run_1/layer_met2.png
(4 px per µm) Cells faint in the background.
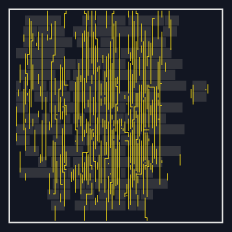
run_1/congestion.png
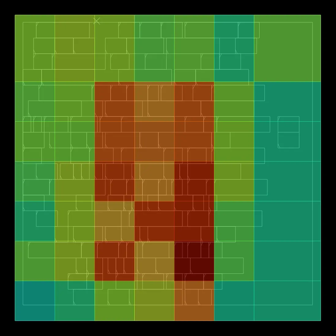
run_1/logic_types.png
(10 px per µm)
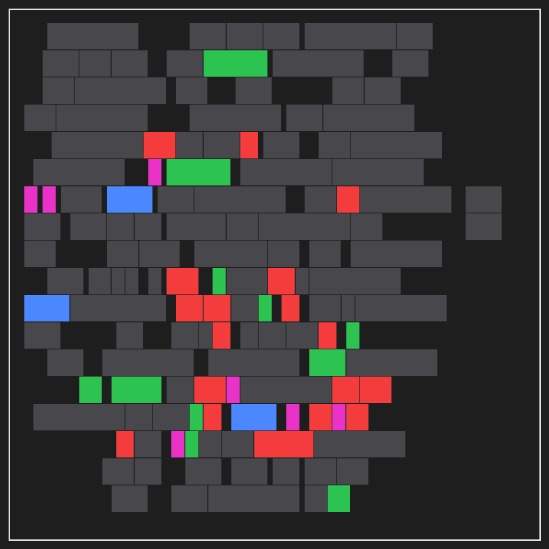
==> src/rtl/bcd_digit_collector.sv <==
// bcd_digit_collector
// Gathers keypad BCD digits into a right-justified packed word, launches the
// BCD-to-binary converter with a one-cycle init pulse, and holds the word
// stable until the converter reports done or the watchdog expires.
// Optional feature macro: BCD_AUTO_ENTER_EN (accepting the last free digit
// also starts the conversion).
module bcd_digit_collector #(
  parameter int unsigned DIGITS  = 3,
  parameter int unsigned TIMEOUT = 64
) (
  input  logic                          clk,
  input  logic                          rst,
  input  logic                          in_digit_valid,
  input  logic [3:0]                    in_digit,
  input  logic                          in_enter,
  input  logic                          in_clear,
  input  logic                          in_conv_done,
  output logic [4*DIGITS-1:0]           out_bcd,
  output logic [$clog2(DIGITS+1)-1:0]   out_count,
  output logic                          out_init,
  output logic                          out_busy,
  output logic                          out_err
);

  localparam int unsigned BW = 4 * DIGITS;
  localparam int unsigned CW = $clog2(DIGITS + 1);
  localparam int unsigned WW = (TIMEOUT > 1) ? $clog2(TIMEOUT) : 1;

  typedef enum logic [1:0] {
    IDLE,
    LAUNCH,
    WAIT
  } state_t;

  state_t        state;
  logic [WW-1:0] wd;

  logic digit_ok;
  logic full;
  logic last_slot;
  logic wd_term;

  // Digit legality, register occupancy and watchdog terminal count
  always_comb begin
    digit_ok  = (in_digit <= 4'd9);
    full      = (out_count == CW'(DIGITS));
    last_slot = (out_count == CW'(DIGITS - 1));
    wd_term   = (wd == WW'(TIMEOUT - 1));
  end

  // Moore outputs decoded straight from the state register
  always_comb begin
    out_init = (state == LAUNCH);
    out_busy = (state != IDLE);
  end

  // Entry collection, launch handshake and watchdog
  always_ff @(posedge clk or negedge rst) begin
    if (!rst) begin
      state     <= IDLE;
      out_bcd   <= '0;
      out_count <= '0;
      out_err   <= 1'b0;
      wd        <= '0;
    end else begin
      case (state)
        IDLE: begin
          if (in_clear) begin
            out_bcd   <= '0;
            out_count <= '0;
            out_err   <= 1'b0;
          end else if (in_enter) begin
            if (out_count != '0) state <= LAUNCH;
          end else if (in_digit_valid) begin
            if (!digit_ok || full) begin
              out_err <= 1'b1;
            end else begin
              out_bcd   <= {out_bcd[BW-5:0], in_digit};
              out_count <= out_count + 1'b1;
`ifdef BCD_AUTO_ENTER_EN
              if (last_slot) state <= LAUNCH;
`endif
            end
          end
        end
        LAUNCH: begin
          state <= WAIT;
          wd    <= '0;
        end
        WAIT: begin
          // done is tested first so it wins over a simultaneous terminal count
          if (in_conv_done) begin
            state     <= IDLE;
            out_bcd   <= '0;
            out_count <= '0;
          end else if (wd_term) begin
            state     <= IDLE;
            out_bcd   <= '0;
            out_count <= '0;
            out_err   <= 1'b1;
          end else begin
            wd <= wd + 1'b1;
          end
        end
        default: state <= IDLE;
      endcase
    end
  end

`ifndef BCD_AUTO_ENTER_EN
  // last_slot only drives the auto-enter path
  logic unused_last_slot;
  always_comb unused_last_slot = last_slot;
`endif

endmodule

==> config.mk <==
export PLATFORM = sky130hd
export DESIGN_NAME = bcd_digit_collector
export DESIGN_NICKNAME = d
export VERILOG_FILES = /design/src/rtl/bcd_digit_collector.sv
export SDC_FILE = /design/constraint.sdc
export NUM_CORES = 1
export LEC_CHECK = 0
export CORE_UTILIZATION = 43
export CTS_BUF_LIST = sky130_fd_sc_hd__clkbuf_16
export DETAILED_ROUTE_END_ITERATION = 10
export GPL_ROUTABILITY_DRIVEN = 0
export PLACE_DENSITY = 0.83
export SLEW_MARGIN = 30
export SYNTH_ARGS = -nofsm -noshare
export SYNTH_HDL_FRONTEND = slang
export SYNTH_SLANG_ARGS = --single-unit
==> constraint.sdc <==
create_clock -name clk -period 1.7 [get_ports clk]
set_clock_uncertainty 0.15 [all_clocks]
set_input_delay 0.255 -clock clk [delete_from_list [all_inputs] [get_ports clk]]
set_output_delay 0.255 -clock clk [all_outputs]
set_load 0.005 [all_outputs]
==> run notes, run 1 <==
Figures from the implementation reports.

- The maximum achievable frequency is 0.609 GHz.
- The net switching power of the design is 0.395 mW.
- The growth of design area from synthesis to finish is 43.9%.
- The area of the synthesized netlist per yosys stat reads 1120 µm².
- The checks that failed: DRC.
- The sequential cell count is 23.
- Counting flops with an async set or reset pin after synthesis yields a share of 100%.
- The count of unique library cells instantiated by Yosys is 34.
- The design internal power reads 1.07 mW.
- The floorplan utilization is 45.5%.
- The power per cell area is 914 nW/µm².
- Of the cells placed in the final design, the portion with a size suffix greater than 1 is 24.1%.
- The post-CTS setup repair buffer count reads 0.
- The number of diodes added for antenna fixing is 0.
- Ranked by total area, the top cell class in this layout is registers.
- The register-to-register setup slack reads 0.06 ns.
- The setup slack after layout is 0.0570 ns.
- Detailed placement reports a standard cell area of 1490 µm².
- The area share of fa/ha/maj cells after synthesis reads 3.36%.
- The number of optimization iterations in the first detailed-route pass is 7.
- The number of tap instances reads 30.
- The number of non-clock buffers in the layout is 38.
- Per the final report, the share of cell area in non-clock buffers is 22.4%.
- The number of clock sinks came to 23.
- The maximum number of pins on one net before global-route repair reads 24.
- The power drawn by the combinational cells reads 0.314 mW.
- During I/O placement, the number of pins put on the boundary was 27.
- The final-report max-slew violation count is 0.
- The data arrival time of the critical path reads 1.24 ns.
- Using the TritonRoute via totals, the vias-per-cell ratio works out to 5.85.
- The aggregate global-route resource usage is 21.7%.
- The final global-route overflow total reads 0.
- The combinational gate area reads 526 µm².
- The register clock-pin slew on the reported worst setup and hold paths reads 0.06 ns.
- The largest total area in the synthesized netlist belongs to sky130_fd_sc_hd__dfrtp_1.
- The cell family with the largest share of critical-path delay reads buffers and inverters.
- The multi-input gate count reads 65.
- The worst slew margin relative to its limit is 76.8%.
- The dominant power group in this design is registers.
- The max-cap check violation count reads 0.
- The part of the power in combinational logic is 21.4%.
- For reference, the top cells by count after synthesis are 23 x sky130_fd_sc_hd__dfrtp_1, 14 x sky130_fd_sc_hd__a22o_1, 7 x sky130_fd_sc_hd__nor2_1.
- The synthesized instance count is 98.
- The run finished, with violations left.
- The number of clock buffers in the layout is 3.
- The detailed-route DRC error count is 1.
- The type of origin of the critical path reads a flip-flop.
- The floorplan step set the die width to 52.9 µm.
- The number of nets in the layout is 151.
- The share of the cycle needed by the critical path after routing reads 96.6%.
- TritonCTS built the clock tree.
- STA reports the tightest min-delay check as being of type in -> async.
- The number of placed instances, taps included reads 162.
- The number of hold buffers added after CTS was 0.
- The mean instance size in the synthesized netlist is 11.4 µm².
- For this run, the slowest stage of the critical path takes 0.39 ns.
- The H-tree level count is 1.
- The combined buffer and inverter count along the critical path is 3.
- The final-layout clock-cell area share reads 4.98%.
- The fraction of power consumed by sequential logic reads 43.1%.
- The initial antenna violation count reads 0.
- The violation count after the first detailed-route iteration reads 35.
- The count of cell instances traversed by the critical path reads 4.
- The clock network latency to the later pin of the worst-skew pair reads 0.26 ns.
- Hold is met by 0.195 ns.
- The layout report lists the combined flip-flop and latch area as 577 µm².
- The count of nets left with antenna violations once routing finished came out at 0.
- The cell area after synthesis reads 1120 µm².
- The filler cell count is 178.
- The total of warnings raised by yosys is 0.
- Looking at the critical path, the highest net fanout was 5.
- The xor/xnor cell area share of the yosys netlist reads 0%.
- The slowest stage cell on the critical path reads sky130_fd_sc_hd__dfrtp_1.
- The quantity of I/O buffers inserted on ports is 26.
- The post-DP HPWL is 1910 µm.
- The critical path data required time is 1.29 ns.
- The count of cells in the finished layout, fillers not included, comes to 167.
- The dominant kind of combinational cell reads AND-OR/OR-AND gates.
- For this run, the final setup violation count is recorded as 0.
- The fraction of area in registers is 35.9%.
- The share of synthesized cell area in and-or and or-and compound cells reads 23.9%.
- The sequential cell area fraction in the yosys report is 51.6%.
- The number of nets in the synthesized netlist is 111.
- The layout inverter count without the clock tree is 7.
- The most common logic cells in the final layout are 24 x sky130_fd_sc_hd__clkdlybuf4s50_1, 22 x sky130_fd_sc_hd__dfrtp_1, 14 x sky130_fd_sc_hd__a22o_1.
- The most repeated cell in the gate-level netlist after synthesis is sky130_fd_sc_hd__dfrtp_1.
- The transition time at the pin with the least slew margin is 0.343 ns.
- Warnings raised by the tools during the run amount to 27.
- The power report shows net switching accounting for 26.9% of the total.
- The final sum of negative setup slack is 0 ns.
- The depth of the worst register-to-register path is 5.
About layer_met2.png:
longest straight run: 32.0 µm
main direction: vertical
wire length on this layer: 1530 µm
nets with wire on the layer: 138
share of all routed wire: 54%
global routing met2 resource utilization: 32.5%
total vias in the final route: 977
wire length after detailed routing: 2840 µm

About congestion.png:
post-route core utilization: 65.4%
Avg WL per Cell: 17.0 µm
highest-utilization routing layer at the global route stage: met2

About logic_types.png:
[adder and majority cells] blue | cells: 3
[inverting AOI/OAI gates] red | cells: 18
[inverters] magenta | cells: 7
[NAND gates] green | cells: 11
most common cell after layout, fill and taps aside: sky130_fd_sc_hd__clkdlybuf4s50_1
Comb area share: 32.7%

## run 1: registers in the layout (all words and copies together) (netlist names)
signal and flops:
out_bcd 12, wd 6, out_count 2, state 2, out_err 1
## run 1: routing by layer
metal / vias up / GRT usage [%] / routed length (µm)
met5: - / 0 / 0
met1: 478 / 26.7 / 1090
li1: 447 / - / -
met4: 0 / 13.2 / 69
met2: 44 / 32.5 / 1530
met3: 8 / 7.47 / 152
## run 1: logic make-up (layout without fill, tap and decap cells)
group / after synthesis / in the layout
buffers and inverters: 11 / 49
muxes: 1 / 1
and+or+nand+nor: 26 / 27
AOI/OAI and AO/OA: 34 / 34
DFF: 23 / 23
adders and majority gates: 3 / 3
## run 1: timing repair
item	4_1_cts	5_1_grt
endpoints found under the setup margin	2	17
gates cloned	0	1
pin swaps	0	3
gates resized	5	5
## Run 2: what changed since run 1
MAX_ROUTING_LAYER = met4   (was unset)
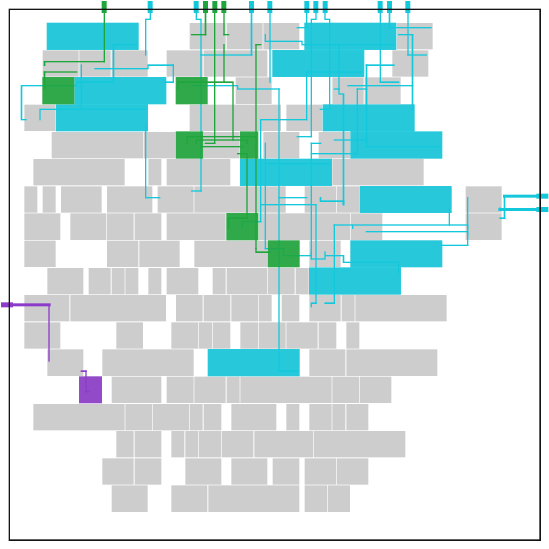
run_2/io_fan.png
(10 px per µm)
[`in_digit_valid`] purple | direction: input | end cells: 1 | buffers: 1 | wire: 11.6 µm
[`out_bcd`] cyan | direction: output | end cells: 12 | buffers: 12 | wire: 410 µm
[`in_digit`] green | direction: input | end cells: 6 | buffers: 4 | wire: 102 µm
top-level I/O count: 27
Port Buffer Count: 26

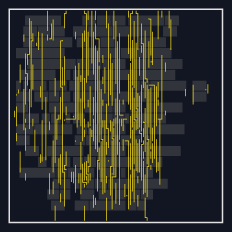
run_2/layer_met2.png
(4 px per µm) Cells faint in the background.
share of all routed wire: 53%
nets with wire on the layer: 138
total vias in the final route: 952
global routing met2 resource utilization: 32.3%

==> run notes, run 2 <==
Figures from the implementation reports.

- The run finished, with violations left.
- The count of unique library cells instantiated by Yosys reads 34 (unchanged).
- The total area inside the core boundary comes to 2450 µm².
- The clock passes through at most 2 buffers.
- The xor/xnor cell area share of the yosys netlist is 0% (unchanged).
- The slowest stage cell on the critical path is sky130_fd_sc_hd__dfrtp_1.
- For this design, Yosys synthesis ends with a cell count of 98.
- The destination of the worst register-to-register timing path reads out_bcd[1]$_DFFE_PN0P_.
- The number of placed instances, taps included reads 162 (unchanged).
- The final number of hold-violating endpoints reads 0.
- The worst hold slack is 0.195 ns (-0.000504 ns).
- The clock network latency to the later pin of the worst-skew pair is 0.26 ns (about the same).
- The termination of the worst setup path is out_bcd[1]$_DFFE_PN0P_.
- The max-cap check violation count reads 0 (unchanged).
- The setup violation total in the final timing report reads 0 (unchanged).
- The chip occupies 2800 µm².
- Broken down by cell family, the worst path's largest delay share belongs to AND-OR/OR-AND gates.
- The dominant register cell is sky130_fd_sc_hd__dfrtp_1.
- The total design power is 1.47 mW.
- The sequential cell area fraction in the yosys report reads 51.6% (unchanged).
- The total wirelength of the detailed-routed design reads 2830 µm (-0.18%).
- The final reports fail on DRC.
- The register with the most flip-flops in the final layout is out_bcd.
- The post-route core utilization reads 65.4% (unchanged).
- The number of diodes added for antenna fixing is 0 (unchanged).
- The final-report max-slew violation count reads 0 (unchanged).
- The number of optimization iterations in the first detailed-route pass is 7 (unchanged).
- The first-pass GRT wire length is 4280 µm.
- The mean instance size in the synthesized netlist reads 11.4 µm² (unchanged).
- The violation count after the first detailed-route iteration reads 31 (-11%).
- The worst IR drop on VDD reads 0.000742 V.
- The share of synthesized cell area in and-or and or-and compound cells is 23.9% (unchanged).
- The area of the synthesized netlist per yosys stat reads 1120 µm² (unchanged).
- The post-cts gate resize count is 5 (unchanged).
- The number of nets in the layout reads 151 (unchanged).
- The final global-route overflow total is 0 (unchanged).
- The share of the cycle needed by the critical path after routing was 97.1% (+0.45 points).
- Grouping non-sequential cells by family puts the most area in AND-OR/OR-AND gates.
- The data arrival time of the critical path is 1.65 ns (+0.41 ns).
- The worst slew margin relative to its limit was 77.0% (+0.12 points).
- The area share of fa/ha/maj cells after synthesis is 3.36% (unchanged).
- The cell area after synthesis is 1120 µm² (unchanged).
- The maximum fanout encountered on the critical timing path is 7 (+2).
- The area after detailed placement is 1490 µm² (unchanged).
- The final antenna-violating net count is 0 (unchanged).
- In this run, the synthesized area fraction spent on and/or/nand/nor cells is recorded as 15.1%.
- Per the OpenROAD floorplan log, the height of the die is 52.9 µm.
- The synthesized netlist net count reads 111 (unchanged).
- The floorplan die width is 52.9 µm (unchanged).
- The critical path data required time reads 1.69 ns (+0.40 ns).
- The leading cell type in the layout, fill and taps excluded is sky130_fd_sc_hd__clkdlybuf4s50_1.
- The post-DP HPWL is 1910 µm (unchanged).
- The total of warnings raised by yosys came to 0 (unchanged).
- The instance tally after logic synthesis is 98 (unchanged).
- The startpoint of the worst register-to-register path is state[1]$_DFFE_PN0P_.
- The share of synthesized registers carrying an async set or reset is 100% (unchanged).
- The maximum number of pins on one net before global-route repair is 24 (unchanged).
- The critical path endpoint category reads a flip-flop.
- The number of clock buffers inserted by TritonCTS reads 3.
- The register clock-pin slew on the reported worst setup and hold paths came to 0.06 ns (about the same).
- Ranked by total cell area, the synthesized netlist is headed by sky130_fd_sc_hd__dfrtp_1 52%, sky130_fd_sc_hd__a22o_1 11%, sky130_fd_sc_hd__ha_1 3.4%.
- The CTS tree reads built.
- The worst setup path is of the reg -> reg kind.
- The combined buffer and inverter count along the critical path is 1 (-2).
- The post-CTS setup repair buffer count was 0 (unchanged).
- Yosys reported a register bit count of 23.
- The met1 track demand over resource is 27.0% (+0.36 points).
- The initial antenna violation count reads 0 (unchanged).
- The number of enable flip-flop cells reads 0.
- The count of cell instances traversed by the critical path is 5 (+1).
- The startpoint of the worst setup timing path reads state[1]$_DFFE_PN0P_.
- The final standard cell count with taps included and fillers excluded was 167 (unchanged).
- The number of flip-flops under the largest register name was 12 (unchanged).
- The maximum achievable frequency is 0.606 GHz (-0.47%).
- The power per cell area reads 918 nW/µm² (+0.40%).
- The cell taking the most area after synthesis reads sky130_fd_sc_hd__dfrtp_1.
- The floorplan utilization was 45.5% (unchanged).
- The final sum of negative setup slack is 0 ns (unchanged).
- The number of global-route vias before repair was 978.
- The transition time at the pin with the least slew margin is 0.341 ns (-0.00184 ns).
- The H-tree level count is 1 (unchanged).
- For the completed layout, the total cell area is recorded as 1610 µm².
- The tree is rooted in a sky130_fd_sc_hd__clkbuf_16.
- The OpenROAD warning count reads 27 (unchanged).
- The depth of the worst register-to-register path is 5 (unchanged).
- Yosys reports the multiplexer fraction of the synthesized area as 1.01%.
- The library cells used most frequently in the layout, excluding fill and tap cells, are 24 x sky130_fd_sc_hd__clkdlybuf4s50_1, 22 x sky130_fd_sc_hd__dfrtp_1, 14 x sky130_fd_sc_hd__a22o_1.
- The hold buffer count at cts was 0 (unchanged).
- The setup slack after layout is 0.0493 ns (-0.00769 ns).
- The most congested layer reported by global routing reads met2.
- The met3 track utilization from global routing reads 7.18% (-0.29 points).
- The post-detailed-route wirelength per cell is 17.0 µm (-0.18%).
- The final period demand of the worst path reads 1.65 ns.
- The post-placement worst setup slack reads -0.171 ns.
- The largest registers in the layout are out_bcd (12), wd (6).
- The fraction of final layout cells sized beyond drive strength 1 came to 24.1% (unchanged).
- The area share of the largest cell type after synthesis reads 51.6%.
- The class of the worst hold path reads in -> async.
- The synthesis stats list as the most numerous cell sky130_fd_sc_hd__dfrtp_1.
- The type of origin of the critical path reads a flip-flop.
- The register-to-register setup slack was 0.05 ns (about the same).
- The growth of design area from synthesis to finish is 43.9% (unchanged).
- In this run the static leakage power is 0.725 nW.
- The aggregate global-route resource usage reads 22.3% (+0.57 points).
- The delay of the slowest critical-path stage was 0.36 ns (-0.03 ns).
- Traced cell by cell, the critical path runs through buf_4 -> nor2_1 -> a21oi_2 -> nand3_4 -> a22o_1.
- The per-cell via count in the routed design is 5.70 (-2.6%).
- The detailed-route DRC error count reads 1 (unchanged).
- The count of clock tree sinks reads 23 (unchanged).
- The commonest cells after synthesis are 23 x sky130_fd_sc_hd__dfrtp_1, 14 x sky130_fd_sc_hd__a22o_1, 7 x sky130_fd_sc_hd__nor2_1.
- The number of core rows reads 18.
-- run 2: cell counts in the layout (fill, tap and decap cells not counted) --
No cell type changed its count.
-- run 2: area by class of cell --
| cell class | instances | area (µm²) |
|---|---|---|
| fillers | 178 | 848 |
| flip-flops and latches | 23 | 577 |
| multi-input cells | 65 | 526 |
| repair buffers | 38 | 360 |
| clock buffers | 3 | 75.1 |
| well taps | 30 | 37.5 |
| inverters | 7 | 26.3 |
| clock inverters | 1 | 5.00 |
-- run 2: metal layers --
layer  up-vias  wire length, µm
met1       471             1170
met5         -                0
met4         0               55
met3         6              115
met2        27             1490
li1        448                -
-- run 2: power breakdown --
group	total [mW]	internal [mW]	switching, mW
clock	0.528	0.317	0.211
sequential	0.632	0.590	0.0423
combinational	0.314	0.166	0.148
total	1.47	1.07	0.401
run_2/flops_by_reg.png
(10 px per µm) Other sequential cells in the stronger gray, the rest of the logic in the fainter gray.
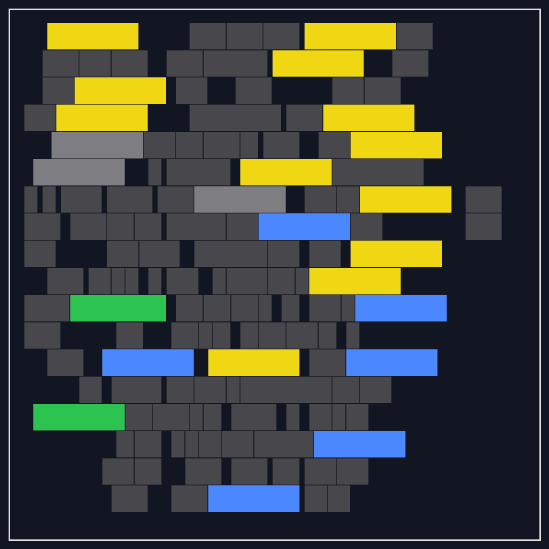

## Run 3: what changed since run 2
RECOVER_POWER = 50   (was unset)
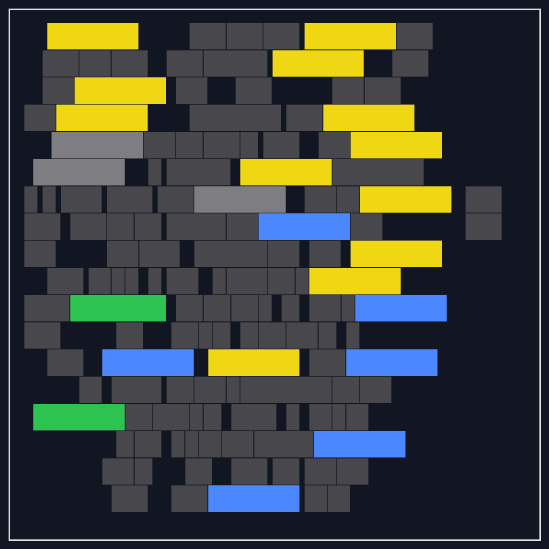
run_3/flops_by_reg.png
(10 px per µm) Other sequential cells in the stronger gray, the rest of the logic in the fainter gray.
[`state`] green | sequential cells: 2
[`wd`] blue | sequential cells: 6
[`out_bcd`] yellow | sequential cells: 12
not colored: 3
post-route core utilization: 65.2%
fraction of area in registers: 36.0%

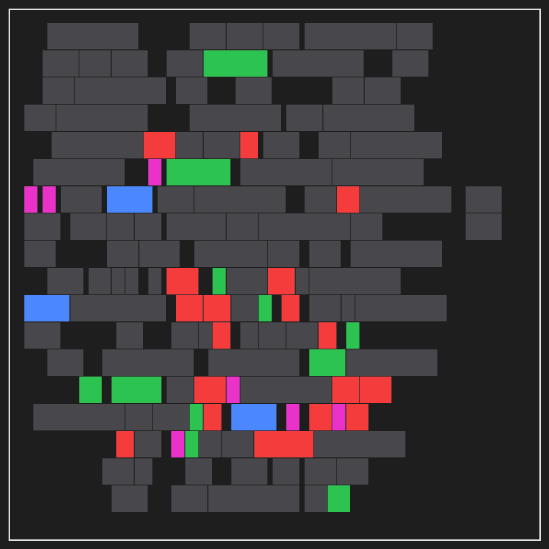
run_3/logic_types.png
(10 px per µm)
[inverters] magenta | cells: 7
[adder and majority cells] blue | cells: 3
[NAND gates] green | cells: 11
[inverting AOI/OAI gates] red | cells: 18
Comb area share: 32.7%
tally of non-filler cells in the final layout: 167
most common cell after layout, fill and taps aside: sky130_fd_sc_hd__dfrtp_1

==> run notes, run 3 <==
Figures from the implementation reports.

- The area of the synthesized netlist per yosys stat is 1120 µm² (unchanged).
- The maximum fanout encountered on the critical timing path was 7 (unchanged).
- The total wirelength of the detailed-routed design is 2850 µm (+0.46%).
- For reference, the top cells by area after synthesis are sky130_fd_sc_hd__dfrtp_1 52%, sky130_fd_sc_hd__a22o_1 11%, sky130_fd_sc_hd__ha_1 3.4%.
- The filler cell count is 179 (+0.56%).
- The slowest stage cell on the critical path reads sky130_fd_sc_hd__dfrtp_1.
- The transition time at the pin with the least slew margin is 0.566 ns (+0.225 ns).
- The type of origin of the critical path is a flip-flop.
- The number of cells in Yosys stat is 98 (unchanged).
- The die footprint reads 2800 µm² (unchanged).
- The combinational gate area reads 523 µm² (-0.48%).
- The number of placed instances, taps included was 162 (unchanged).
- The per-cell via count in the routed design reads 5.66 (-0.63%).
- The cell taking the most area after synthesis is sky130_fd_sc_hd__dfrtp_1.
- The setup path with the least slack is of type reg -> reg.
- The floorplan die width is 52.9 µm (unchanged).
- The fraction of power consumed by sequential logic reads 42.9% (about the same).
- The floorplan utilization is 45.5% (unchanged).
- The net switching power of the design reads 0.401 mW (about the same).
- The area share of the largest cell type after synthesis reads 51.6% (unchanged).
- The final period demand of the worst path reads 1.65 ns (-0.00447 ns).
- Sorting the synthesized cells by how often they occur yields 23 x sky130_fd_sc_hd__dfrtp_1, 14 x sky130_fd_sc_hd__a22o_1, 7 x sky130_fd_sc_hd__nor2_1.
- The total design power is 1.47 mW (-0.14%).
- The first-pass GRT wire length reads 4280 µm (unchanged).
- The depth of the worst register-to-register path is 5 (unchanged).
- The flow ran to the end, but the final reports show violations.
- The post-placement worst setup slack reads -0.171 ns (unchanged).
- The detailed-route DRC error count reads 1 (unchanged).
- The worst IR drop on VDD came to 0.000742 V (about the same).
- The met3 track utilization from global routing was 7.18% (unchanged).
- The count of clock tree sinks is 23 (unchanged).
- The met2 track demand over resource is 32.3% (unchanged).
- The count of boundary I/O pins reads 27 (unchanged).
- The part of the power in combinational logic is 21.2% (about the same).
- The combined buffer and inverter count along the critical path reads 1 (unchanged).
- The critical path endpoint category is a flip-flop.
- The count of unique library cells instantiated by Yosys is 34 (unchanged).
- The OpenROAD warning count is 27 (unchanged).
- The area fraction in mux cells is 1.01% (unchanged).
- The startpoint of the worst register-to-register path is state[1]$_DFFE_PN0P_.
- The register name with the most flops is out_bcd.
- The number of flip-flops under the largest register name reads 12 (unchanged).
- The termination of the worst setup path is out_bcd[1]$_DFFE_PN0P_.
- The area share of fa/ha/maj cells after synthesis reads 3.36% (unchanged).
- The sequential cell area fraction in the yosys report is 51.6% (unchanged).
- The clock network latency to the later pin of the worst-skew pair reads 0.26 ns (about the same).
- The met1 track demand over resource reads 27.0% (unchanged).
- The top power group is registers.
- The most critical setup path has its startpoint at state[1]$_DFFE_PN0P_.
- The number of enable flip-flop cells reads 0 (unchanged).
- The register bit total from synthesis is 23 (unchanged).
- The share of the cycle needed by the critical path after routing was 96.8% (-0.26 points).
- The maximum buffer depth of the clock tree is 2 (unchanged).
- The synthesized netlist net count is 111 (unchanged).
- The share of synthesized cell area in and-or and or-and compound cells reads 23.9% (unchanged).
- The mean instance size in the synthesized netlist reads 11.4 µm² (unchanged).
- The number of diodes added for antenna fixing is 0 (unchanged).
- The relative contribution of the clock network to total power came to 35.8% (about the same).
- The die boundary height is 52.9 µm (unchanged).
- The destination of the worst register-to-register timing path is out_bcd[1]$_DFFE_PN0P_.
- The hold buffer count at cts reads 0 (unchanged).
- The initial antenna violation count reads 0 (unchanged).
- The number of optimization iterations in the first detailed-route pass reads 7 (unchanged).
- The setup slack after layout is 0.0538 ns (+0.00447 ns).
- The H-tree level count is 1 (unchanged).
- The post-cts gate resize count is 5 (unchanged).
- The final-report max-slew violation count is 0 (unchanged).
- The fraction of final layout cells sized beyond drive strength 1 reads 23.4% (-0.73 points).
- The post-DP HPWL is 1910 µm (unchanged).
- The most repeated cell in the gate-level netlist after synthesis is sky130_fd_sc_hd__dfrtp_1.
- The clock network power consumption is 0.528 mW (about the same).
- The register-to-register setup slack reads 0.05 ns (about the same).
- The final sum of negative setup slack is 0 ns (unchanged).
- The area after detailed placement reads 1490 µm² (unchanged).
- The delay of the slowest critical-path stage is 0.36 ns (about the same).
- The worst slew margin relative to its limit is 62.3% (-15 points).
- The register clock-pin slew on the reported worst setup and hold paths is 0.06 ns (about the same).
- The number of global-route vias before repair reads 978 (unchanged).
- The post-detailed-route wirelength per cell is 17.0 µm (+0.46%).
- The total number of vias reads 946 (-0.63%).
- The worst hold slack reads 0.354 ns (+0.159 ns).
- The critical hold path startpoint is out_bcd[8]$_DFFE_PN0P_.
- The number of core rows came to 18 (unchanged).
- The data arrival time of the critical path is 1.64 ns (about the same).
- The xor/xnor cell area share of the yosys netlist is 0% (unchanged).
- The number of clock buffers inserted by TritonCTS is 3 (unchanged).
- The max-cap check violation count is 0 (unchanged).
- The setup violation total in the final timing report reads 0 (unchanged).
- The maximum achievable frequency was 0.607 GHz (+0.27%).
- The design internal power is 1.07 mW (-0.22%).
- The violation count after the first detailed-route iteration was 33 (+6.5%).
- The dominant register cell is sky130_fd_sc_hd__dfrtp_1.
- The core area reads 2450 µm² (unchanged).
- The share of synthesized registers carrying an async set or reset reads 100% (unchanged).
- The leakage power figure is 0.737 nW (+1.7%).
- The quantity of I/O buffers inserted on ports reads 26 (unchanged).
- The total of warnings raised by yosys is 0 (unchanged).
- The post-CTS setup repair buffer count was 0 (unchanged).
- The class of the worst hold path is reg -> reg.
- The final antenna-violating net count reads 0 (unchanged).
- The final reports fail on DRC.
- The aggregate global-route resource usage reads 22.3% (unchanged).
- The dominant kind of combinational cell is AND-OR/OR-AND gates.
- The storage element area is 577 µm² (unchanged).
- The number of nets in the layout came to 151 (unchanged).
- The simple-gate area share of the yosys netlist reads 15.1% (unchanged).
- In the final layout, the registers with the most flip-flops are out_bcd (12), wd (6).
- Clock tree synthesis selected as its root buffer the cell sky130_fd_sc_hd__clkbuf_16.
- The CTS tree is built.
- The most congested layer reported by global routing is met2.
- Per STA, the worst path is made up of buf_4 -> nor2_1 -> a21oi_2 -> nand3_4 -> a22o_1.
- The power per cell area is 919 nW/µm² (+0.17%).
- The final number of hold-violating endpoints is 0 (unchanged).
- The final global-route overflow total is 0 (unchanged).
- The switching share of power is 27.2% (+0.056 points).
- The cell family with the largest share of critical-path delay reads AND-OR/OR-AND gates.
- By instance count after routing, the leading logic cell types are 22 x sky130_fd_sc_hd__dfrtp_1, 20 x sky130_fd_sc_hd__clkdlybuf4s50_1, 14 x sky130_fd_sc_hd__a22o_1.
- The sequential-cell power consumption is 0.632 mW (about the same).
- The count of cell instances traversed by the critical path is 5 (unchanged).
- The growth of design area from synthesis to finish reads 43.5%.
- The instance tally after logic synthesis is 98 (unchanged).
## run 3: cell count changes in the layout (fill, tap and decap cells not counted)
cell                              before  now
sky130_fd_sc_hd__clkdlybuf4s50_1      24   20
sky130_fd_sc_hd__and2b_1               0    1
sky130_fd_sc_hd__and2b_4               1    0
sky130_fd_sc_hd__buf_4                11   10
sky130_fd_sc_hd__clkbuf_2              0    1
sky130_fd_sc_hd__dlygate4sd3_1         0    4
## run 3: metal layers
layer,share of wire (%),vias to the layer above
met5,0,-
met2,53,25
met3,3.0,6
li1,-,448
met1,42,467
met4,1.9,0
## run 3: area by class of cell
cell class	count	area share, %
multi-input combinational	65	32.7
tap	30	2.34
clock inverter	1	0.312
clock buffer	3	4.69
inverter	7	1.64
sequential	23	36.0
timing repair buffer	38	22.3
Power figures rest on the tool's default switching activity, not on a simulated workload.
